`src/rtl/mem_wb_stage.sv`:
```
// Memory stage plus MEM/WB pipeline register: issues loads/stores over a req/ack
// handshake to a variable-latency data memory and stalls upstream until each completes.
module mem_wb_stage #(
    parameter int unsigned TIMEOUT_CYC = 255,
    parameter logic [31:0] ERR_DATA    = 32'hDEADBEEF
) (
    input  logic        clk_i,
    input  logic        rst_i,
    input  logic [1:0]  WB_i,
    input  logic        Memorywrite_i,
    input  logic        Memoryread_i,
    input  logic [31:0] ALU_o_i,
    input  logic [31:0] fw2_i,
    input  logic [4:0]  Rd_i,
    output logic        mem_req_o,
    output logic        mem_we_o,
    output logic [31:0] mem_addr_o,
    output logic [31:0] mem_wdata_o,
    input  logic        mem_ack_i,
    input  logic [31:0] mem_rdata_i,
    output logic        stall_o,
    output logic        err_o,
    output logic [1:0]  WB_o,
    output logic [31:0] MemData_o,
    output logic [31:0] ALU_o_o,
    output logic [4:0]  Rd_o
);

    typedef enum logic [1:0] {
        IDLE = 2'd0,
        BUSY = 2'd1,
        DONE = 2'd2
    } state_e;

    localparam logic [7:0] LAST_CNT = 8'(TIMEOUT_CYC - 1);

    state_e      state_q, state_d;
    logic [7:0]  cnt_q, cnt_d;
    logic        req_q, req_d;
    logic        we_q, we_d;
    logic [31:0] addr_q, addr_d;
    logic [31:0] wdata_q, wdata_d;
    logic        err_q, err_d;
    logic [1:0]  wb_q, wb_d;
    logic [31:0] memdata_q, memdata_d;
    logic [31:0] alu_q, alu_d;
    logic [4:0]  rd_q, rd_d;

    logic acc;
    assign acc = Memoryread_i | Memorywrite_i;

    // Gated by reset so upstream unfreezes the instant reset hits, even mid-access.
    assign stall_o = !rst_i && ((state_q == BUSY) || ((state_q == IDLE) && acc));

    always_comb begin
        // NOTE: every next-state signal gets its hold value first, so no path infers a latch.
        state_d   = state_q;
        cnt_d     = cnt_q;
        req_d     = req_q;
        we_d      = we_q;
        addr_d    = addr_q;
        wdata_d   = wdata_q;
        err_d     = err_q;
        wb_d      = wb_q;
        memdata_d = memdata_q;
        alu_d     = alu_q;
        rd_d      = rd_q;

        case (state_q)
            IDLE: begin
                if (acc) begin
                    req_d   = 1'b1;
                    we_d    = Memorywrite_i;
                    addr_d  = ALU_o_i;
                    wdata_d = fw2_i;
                    cnt_d   = '0;
                    wb_d    = '0;
                    rd_d    = '0;
                    state_d = BUSY;
                end else begin
                    wb_d  = WB_i;
                    alu_d = ALU_o_i;
                    rd_d  = Rd_i;
                end
            end

            BUSY: begin
                wb_d = '0;
                rd_d = '0;
                if (mem_ack_i) begin
                    req_d = 1'b0;
                    if (!we_q) memdata_d = mem_rdata_i;
                    state_d = DONE;
                end else if (cnt_q == LAST_CNT) begin
                    req_d = 1'b0;
                    if (!we_q) memdata_d = ERR_DATA;
                    err_d   = 1'b1;
                    state_d = DONE;
                end else if (cnt_q != 8'hFF) begin
                    cnt_d = cnt_q + 8'd1;
                end
            end

            DONE: begin
                // EX/MEM still holds the instruction that just completed; do not re-issue it.
                wb_d    = WB_i;
                alu_d   = ALU_o_i;
                rd_d    = Rd_i;
                state_d = IDLE;
            end

            default: state_d = IDLE;
        endcase
    end

    // NOTE: sequential state uses non-blocking assignments only.
    always_ff @(posedge clk_i or posedge rst_i) begin
        if (rst_i) begin
            state_q   <= IDLE;
            cnt_q     <= '0;
            req_q     <= 1'b0;
            we_q      <= 1'b0;
            addr_q    <= '0;
            wdata_q   <= '0;
            err_q     <= 1'b0;
            wb_q      <= '0;
            memdata_q <= '0;
            alu_q     <= '0;
            rd_q      <= '0;
        end else begin
            state_q   <= state_d;
            cnt_q     <= cnt_d;
            req_q     <= req_d;
            we_q      <= we_d;
            addr_q    <= addr_d;
            wdata_q   <= wdata_d;
            err_q     <= err_d;
            wb_q      <= wb_d;
            memdata_q <= memdata_d;
            alu_q     <= alu_d;
            rd_q      <= rd_d;
        end
    end

    assign mem_req_o   = req_q;
    assign mem_we_o    = we_q;
    assign mem_addr_o  = addr_q;
    assign mem_wdata_o = wdata_q;
    assign err_o       = err_q;
    assign WB_o        = wb_q;
    assign MemData_o   = memdata_q;
    assign ALU_o_o     = alu_q;
    assign Rd_o        = rd_q;

endmodule

```
`config.mk`:
```
export PLATFORM = sky130hd
export DESIGN_NAME = mem_wb_stage
export DESIGN_NICKNAME = d
export VERILOG_FILES = /design/src/rtl/mem_wb_stage.sv
export SDC_FILE = /design/constraint.sdc
export NUM_CORES = 1
export LEC_CHECK = 0
export CAP_MARGIN = 20
export CORE_ASPECT_RATIO = 0.9
export CORE_UTILIZATION = 40
export DETAILED_ROUTE_END_ITERATION = 10
export HOLD_SLACK_MARGIN = 0.15
export PLACE_DENSITY = 0.76
export SKIP_LAST_GASP = 1
export SLEW_MARGIN = 20
export SYNTH_ARGS = -nofsm -noshare
export SYNTH_HDL_FRONTEND = slang
export SYNTH_SLANG_ARGS = --single-unit
```
`constraint.sdc`:
```
create_clock -name clk_i -period 9.35 [get_ports clk_i]
set_input_delay 1.4025 -clock clk_i [delete_from_list [all_inputs] [get_ports clk_i]]
set_output_delay 1.4025 -clock clk_i [all_outputs]
set_load 0.05 [all_outputs]
```
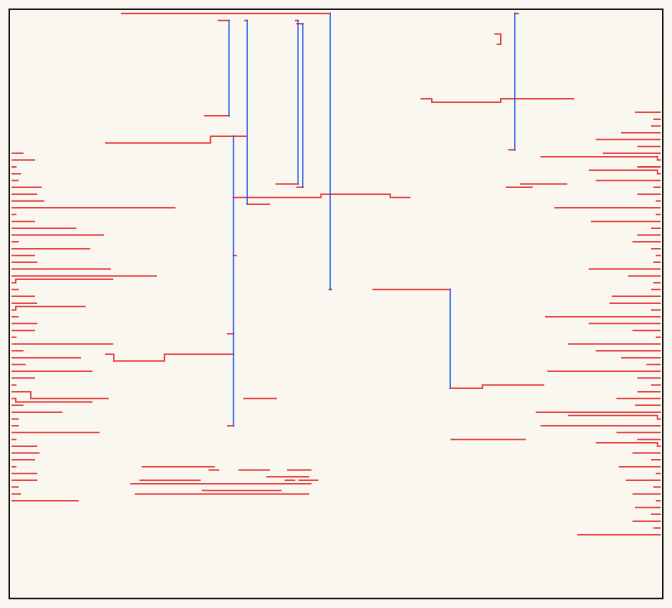
(run_1/metal_stack.png)
Two of the layers only.
color	layer	wire length
red	met3	1280 um
blue	met4	281 um
sum of routed wire length over all layers: 15100 um
DR vias: 4135
gr usage total: 0.206
Wirelength per Cell: 18.1 um

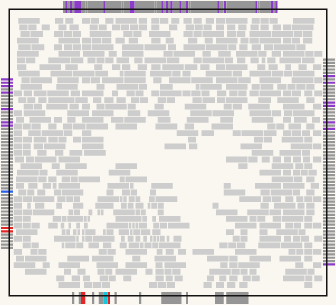
(run_1/pins.png)
Pins as bars across the die edge, other pins in gray.
color	port	pins	direction	edge
purple	ALU_o_i	32	input	18 north, 7 east, 7 west
blue	rst_i	1	input	west
cyan	WB_o	2	output	south
red	Rd_o	5	output	3 south, 2 west
all pins by edge	96 north, 63 east, 52 west, 36 south
count of input and output buffers: 246
x dimension of the die: 130 um

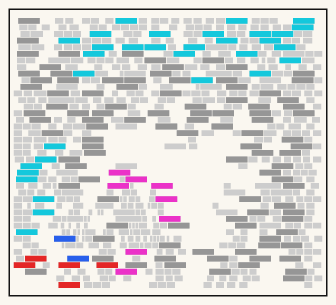
(run_1/registers.png)
Other sequential cells in the stronger gray, the rest of the logic in the fainter gray.
color	signal	flops
blue	state_q	2
cyan	mem_wdata_o	32
red	Rd_o	5
magenta	cnt_q	8
area taken by flip-flops and latches: 3700 um2
final design utilization: 0.644
sequential share of cell area: 0.405

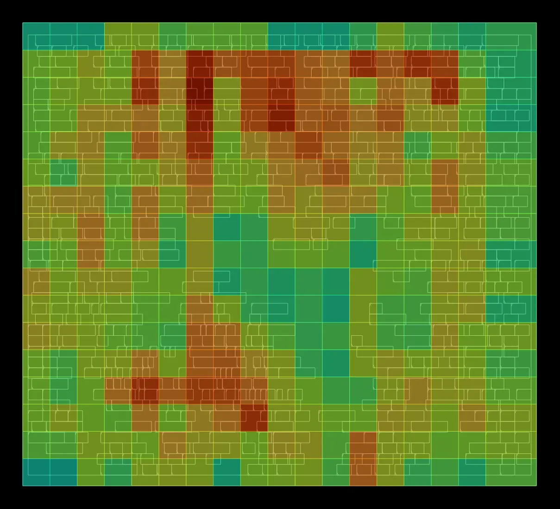
(run_1/final_congestion.png)
layer with the highest usage after global routing: met2
routing usage on met2: 0.340
GR Util met1: 0.240

==> summary.txt, run 1 <==
Summary of implementation figures.

Outcome
The run finished with clean final reports.

Flow run
Across the run, the number of max-cap violations was 0. The number of OpenROAD warnings is 30.

Synthesis
The commonest cells after synthesis are dfrtp_1, mux2_2, mux2_4. The adder-cell share of the synthesized area is 0.0127. The warning count from the yosys run is 0. Per the synthesis report, the XOR/XNOR share of the synthesized area is 0. The cell with the most instances after synthesis is dfrtp_1. The fraction of registers with async set/reset is 1.00. The biggest area consumer among synthesized cells is dfrtp_1. The number of flops mapped to enable cells by yosys is 0. Summing all multiplexer cells gives an area fraction of 0.204.

The combined area of all synthesized cells is 5910 um2. The synthesized netlist was found by Yosys to have roughly 380 cells. The largest combinational cell category by area is multiplexers. The mean instance size in the synthesized netlist is 15.5 um2. The net count entering floorplan is ~500. Per the synthesis report, the simple-gate share of the synthesized area is 0.0360. Of the post-synthesis cell area, the dominant cell type holds 0.626. The primary flip-flop cell chosen by synthesis mapping is dfrtp_1. The AND-OR/OR-AND share of the synthesized area is 0.0940. The post-synthesis sequential element count is about 150. The area recorded from the Yosys report for this design is between 5000 and 6000 um2.

Worst setup path
Among the stages of the critical path, the cell type that occurs most often is clkdlybuf4s50_1. The cell with the largest stage delay on the worst path is clkdlybuf4s50_1. The timing report lists the critical path depth as 6 cells. Per STA, the highest per-stage delay on the worst path measures 0.73 ns. The data required time of the critical path is 7.95 ns. At the worst endpoint, the arrival time is between 3 and 4 ns. The startpoint class of the critical path is an input pin. The worst setup path is captured at a primary output. The report lists the cells along the critical path as clkdlybuf4s50_1 -> or2_2 -> nand2_2 -> buf_4 -> a21oi_1 -> clkdlybuf4s50_1. Among cell families on the critical path, the largest total delay comes from buffers and inverters.

The end point of the critical path is stall_o. The critical setup path kind is in -> out. The reg-to-reg setup timing slack is just under 7 ns. In this run the worst setup path begins at Memorywrite_i.

Clock network
The TritonCTS clock tree is yes. The number of buffers between clock root and the deepest sink is 2. Post-CTS repair ended up resizing 0 cells. The clock drives about 150 sinks. The cell sitting at the root of the clock tree is a clkbuf_16.

The H-tree generated during clock tree synthesis spans 4 levels. The post-cts hold-fix buffer tally is 0.

Drt
The remaining routing DRC violations is 0. The residual antenna-violating net count after detailed routing is 0. The violation tally recorded at the end of detailed-routing iteration 0 is approximately 190. For this run, the detailed router's first-pass iteration total came to 4.

Final timing
The timing-limited maximum frequency is between 0.15 and 0.2 GHz. The worst-case max-slew headroom was logged as 0.417. The measured slew at the worst slew-check pin is 0.874 ns. In the finished design, the share of the clock period the worst path needs comes to 0.562. Counting endpoints that fail hold in the final report gives 0. Setup repair after global routing left no endpoint under its margin. The final tally of setup violations is 0.

Global routing
Entering global routing, the biggest net connects roughly 89 pins. The number of antenna violations at the first check in global routing came to 0. The via count of the first global-routing pass is ~4400.

Place
At the end of routability-driven placement, the weighted congestion stood at roughly 0.8. The wire-length estimate of the detail-placed layout is around 11000 um.

Final layout
The final layout net count is 744. In the final layout, the fill cell count is approximately 1000. The repair_antennas step left the layout with diodes totalling 0.

The fraction of final layout cells sized beyond drive strength 1 is 0.224.

Min path
The startpoint of the lowest-slack hold path is err_o$_DFFE_PP0P_.

Floorplanning
The standard-cell row count is just over 40. For this configuration, the core starts out at a cell density of 0.416.
==> run 1: layer usage <==
| metal | GRT usage | part of all wire | vias up |
|---|---|---|---|
| li1 | - | - | 1886 |
| met1 | 0.240 | 0.39 | 2051 |
| met2 | 0.340 | 0.50 | 178 |
| met3 | 0.0776 | 0.085 | 20 |
| met4 | 0.0792 | 0.019 | 0 |
| met5 | 0 | 0 | - |
==> run 1: metrics by stage <==
stage	cells	worst slack (ns)	utilization	cell area, um2
after floorplan	381	3.97	-	5910
after global placement	804	4.09	0.599	8510
after detailed placement	804	4.03	0.599	8510
after CTS	836	4.03	0.643	9140
after global routing	836	3.94	0.644	9150
final	836	4.09	0.644	9150
==> run 1: worst min-delay path by stage <==
stage | endpoint | slack (ns) | cells after the start
floorplan | cnt_q[5]$_DFFE_PP0P_ | 0.52 | 2
global placement | err_o$_DFFE_PP0P_ | 0.46 | 1
detailed placement | err_o$_DFFE_PP0P_ | 0.48 | 1
CTS | err_o$_DFFE_PP0P_ | 0.49 | 1
global route | MemData_o[29]$_DFFE_PP0P_ | 0.52 | 1
finish | err_o$_DFFE_PP0P_ | 0.49 | 1
==> run 1: sequential cells by signal, summed over array words and instances, names as in the netlist <==
signal / flops
mem_wdata_o: 32
MemData_o: 32
state_q: 2
Rd_o: 5
mem_req_o: 1
ALU_o_o: 32
mem_we_o: 1
mem_addr_o: 32
cnt_q: 8
WB_o: 2
err_o: 1
==> run 1: cell usage in the layout (no fill, tap or decap), types with 2 or more instances in the layout <==
cell type,Yosys,layout
nor4_1,2,2
nor3_2,1,2
inv_6,0,2
o31ai_1,4,4
nand4_1,3,3
or4_1,3,3
bufinv_16,0,4
dfrtp_1,148,148
a21oi_1,5,5
o21ai_0,4,4
inv_1,7,6
a21boi_1,4,4
clkdlybuf4s50_1,0,246
nor2_1,5,5
o22a_1,24,24
mux2_4,30,30
nand2_1,11,10
ha_1,6,6
clkinv_2,0,4
buf_4,7,3
clkbuf_8,0,2
clkinvlp_4,0,3
clkbuf_16,0,17
mux2_2,66,66
a22o_1,16,16
nand3_1,4,4
==> run 1: area by class of cell <==
cell class / count / area (um2) / share of cell area
repair buffers: 249 / 2480 / 0.272
multi-input cells: 207 / 2050 / 0.225
clock buffers: 19 / 453 / 0.0495
inverters: 7 / 31.3 / 0.00342
clock inverters: 13 / 180 / 0.0197
well taps: 193 / 241 / 0.0264
flip-flops and latches: 148 / 3700 / 0.405
==> run 1: kinds of logic (layout without fill, tap and decap cells) <==
group / after synthesis / count (layout)
compound gates: 66 / 66
flops: 148 / 148
mux: 97 / 97
buf+inv: 26 / 288
fa+ha+maj: 6 / 6
simple gates: 38 / 38
==> inputs of run 2 (changes only) <==
--- a/config.mk
+++ b/config.mk
@@ -7,10 +7,10 @@
 export LEC_CHECK = 0
 export CAP_MARGIN = 20
 export CORE_ASPECT_RATIO = 0.9
-export CORE_UTILIZATION = 40
+export CORE_UTILIZATION = 39
 export DETAILED_ROUTE_END_ITERATION = 10
 export HOLD_SLACK_MARGIN = 0.15
-export PLACE_DENSITY = 0.76
+export PLACE_DENSITY = 0.77
 export SKIP_LAST_GASP = 1
 export SLEW_MARGIN = 20
 export SYNTH_ARGS = -nofsm -noshare
==> constraint.sdc (replaced) <==
create_clock -name clk_i -period 4.4 [get_ports clk_i]
set_input_delay 0.66 -clock clk_i [delete_from_list [all_inputs] [get_ports clk_i]]
set_output_delay 0.66 -clock clk_i [all_outputs]
set_load 0.05 [all_outputs]
==> run 2 against run 1 <==
Compared with the run above: cell count increased by 0.60%; sequential cell count unchanged; clock skew about the same; register-to-register slack got worse by 5.0 ns; critical endpoint unchanged; worst hold slack improved by 0.010 ns; die area increased by 2.5%; utilization decreased by 1.9 points; via count increased by 0.15%; routed wire length decreased by 5.7%.
==> summary.txt, run 2 <==
Summary of implementation figures.

Clock network
The number of clock buffers inserted by TritonCTS is 17. The CTS root buffer is clkbuf_16. The number of buffers between clock root and the deepest sink is 2. The number of gates resized after CTS is 0. The TritonCTS clock tree is yes.

The later-pin clock latency in the skew report is ~0.4 ns. The H-tree was split into 4 levels. According to the CTS report, the clock sink count is between 100 and 150. The post-cts hold-fix buffer tally is 0.

Global routing
For this run the aggregate overflow at the end of global routing stands at 0. The via count of the first global-routing pass is 4390. The global routing's busiest layer is met2. The total track usage is 0.192. Entering global routing, the biggest net connects 149 pins. The first global-routing pass estimated between 20000 and 25000 um of wire. The number of antenna violations at the first check in global routing is 0.

Place
The number of buffers inserted by port buffering is approximately 250. The sum of net half-perimeters after detailed placement is ~9800 um. After its last routability iteration, the placer logged a weighted congestion of about 0.84.

Min path
In this run the most critical hold path is launched from err_o$_DFFE_PP0P_. The min-delay analysis places its worst path in the category reg -> reg.

Drt
The residual antenna-violating net count after detailed routing is 0. For this run, design rule violations remaining after detail routing come to 0. The detailed-routing iteration count for the pre-antenna-repair pass is 4.

The number of design-rule violations left by the first detailed-router iteration is 242. The routed layout has between 4000 and 5000 vias. In the post-route report, total wirelength is listed as around 14000 um.

Synthesis
The cell count after synthesis is 381. The primary flip-flop cell chosen by synthesis mapping is dfrtp_1. The synthesis stats list as the most numerous cell dfrtp_1. Of all flip-flops after synthesis, the portion carrying an async set or reset was 1.00.

The cell count listed in synth_stat.txt is between 300 and 400. The biggest area contributor in the post-synthesis netlist is dfrtp_1. Ranked by instance count, the synthesized netlist is headed by dfrtp_1, mux2_2, mux2_4.

The area recorded from the Yosys report for this design is 5910 um2. The number of different library cells used by synthesis comes to 40. The proportion of netlist area held by the largest area contributor is 0.626. The net count entering floorplan is 495. The synthesis stat section lists a flop and latch total of ~150.

The sequential fraction of the synthesis area is 0.626. The synthesized design contains 0 enable-type register cells. Before any placement, the netlist area is recorded as 5910 um2. The mean instance size in the synthesized netlist is approximately 16 um2.

Yosys printed 0 warnings. Ranked by total cell area, the synthesized netlist is headed by dfrtp_1, mux2_2, mux2_4.

Worst setup path
The data arrival time at the worst-slack endpoint is ~2.6 ns. The data required time of the critical path is between 3 and 4 ns. The nature of the critical path endpoint is a primary output.

The start point of the critical path is state_q[1]$_DFFE_PP0P_. The critical setup path kind is reg -> out. The maximum fanout count along the critical path is 9. The startpoint of the worst register-to-register path is state_q[0]$_DFFE_PP0P_. The startpoint class of the critical path is a flip-flop.

Final timing
The final hold slack is approximately 0.50 ns. The measured slew at the worst slew-check pin is 1.08 ns. Setup repair after global routing left no endpoint under its margin. The final timing report lists a hold violation count of 0. Post-route period utilization is reported as 0.737. The clock skew is ~0.009 ns. The worst slew margin relative to its limit is 0.273. The time the worst path needs with I/O delays and setup is 3.24 ns. The timing-limited maximum frequency is slightly above 0.3 GHz. In the final report, the number of pins over their slew limit comes to 0. The final tally of setup violations is 0.

Final layout
The final layout report lists a filler cell count of 1120. Leaving out fill and tap cells, the most frequent cells in the layout are clkdlybuf4s50_1, dfrtp_1, mux2_2. The sequential cell area in the final layout is 3700 um2.

The most common cell after layout, fill and taps aside is clkdlybuf4s50_1. Summing all multi-input logic gate instances after layout gives 2050 um2. The final layout net count is between 700 and 800. The number of diodes is 0. From synthesis to final layout, the design area changed by 56.0%. The fraction of final layout cells sized beyond drive strength 1 is 0.221.

Floorplanning
The die span in x is 132 um. The vertical die size is around 120 um. The initialized floorplan defines between 40 and 50 standard-cell rows. In this run the count of I/O pins placed on the die edge is 247. The full die area is ~16000 um2.

For this configuration, the core starts out at a cell density of 0.400. The core footprint is about 15000 um2.

Outcome
The flow ran to the end, and the final reports show no timing, DRC or antenna violations.

Flow run
The tool warning count for the run is 32. The number of maximum-capacitance violations recorded for the run is 0.
[run 2: cell counts after synthesis]
Identical to the previous run, type by type.
[run 2: cell type report]
cell class,count,share of cell area
Tap cell,198,0.0269
Sequential cell,148,0.402
Inverter,7,0.00326
Multi-Input combinational cell,207,0.222
Timing Repair Buffer,249,0.271
Clock buffer,21,0.0510
Clock inverter,11,0.0240
[run 2: path summary, 6_finish.rpt]
check / end / slack, ns / depth (start not counted)
worst max-delay path: stall_o / 1.16 / 5
worst min-delay path: err_o$_DFFE_PP0P_ / 0.50 / 1
worst max register to register: ALU_o_o[8]$_DFFE_PP0P_ / 1.95 / 6
worst min register to register: err_o$_DFFE_PP0P_ / 0.50 / 1
max in group asynchronous: mem_addr_o[7]$_DFFE_PP0P_ / 2.96 / 3
min in group asynchronous: MemData_o[4]$_DFFE_PP0P_ / 0.88 / 3
[run 2: metrics by stage]
stage / setup WS, ns / instance area (um2) / std cells
2_1_floorplan: 1.75 / 5920 / 381
3_3_place_gp: 1.30 / 8530 / 809
3_5_place_dp: 1.29 / 8530 / 809
4_1_cts: 1.12 / 9220 / 841
5_1_grt: 0.960 / 9220 / 841
6_report: 1.16 / 9220 / 841
[run 2: logic make-up after synthesis]
| logic type | after synthesis | share of synthesized area |
|---|---|---|
| AND-OR/OR-AND | 66 | 0.0940 |
| flip-flops | 148 | 0.626 |
| AND/OR/NAND/NOR | 38 | 0.0360 |
| multiplexers | 97 | 0.204 |
| buffers and inverters | 26 | 0.0273 |
| adder cells (fa/ha/maj) | 6 | 0.0127 |
[run 2: worst max-delay path: stages (launching register included)]
cell	delay, ns
dfrtp_1	0.41
inv_1	0.09
ha_1	0.38
inv_1	0.24
a21oi_1	0.20
clkdlybuf4s50_1	0.85
[run 2: layer usage]
layer	routed length (um)	share of wire
met1	6100	0.43
met2	6880	0.48
met3	1080	0.076
met4	175	0.012
met5	0	0
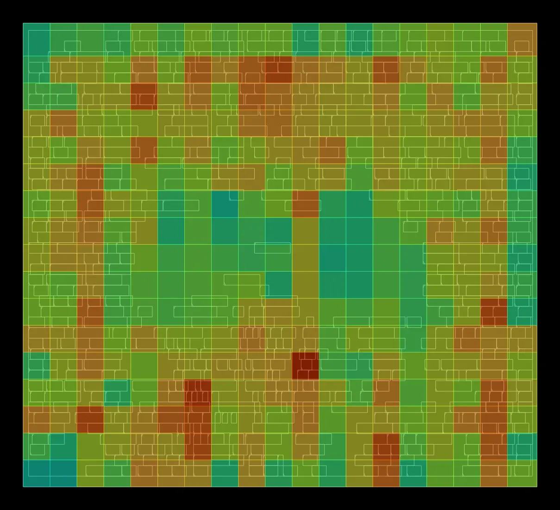
(run_2/final_congestion.png)
final design utilization: 0.624
routing usage on met2: 0.308
GR Util met1: 0.238
met3 Resource Use GR: 0.0686
Wirelength per Cell: 16.9 um

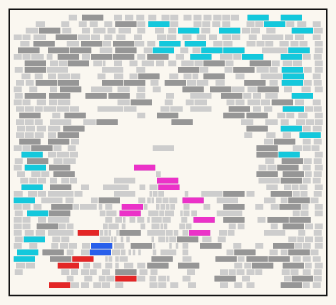
(run_2/registers.png)
Other sequential cells in the stronger gray, the rest of the logic in the fainter gray.
color	signal	flops
magenta	cnt_q	8
blue	state_q	2
red	Rd_o	5
cyan	mem_wdata_o	32
sequential share of cell area: 0.402

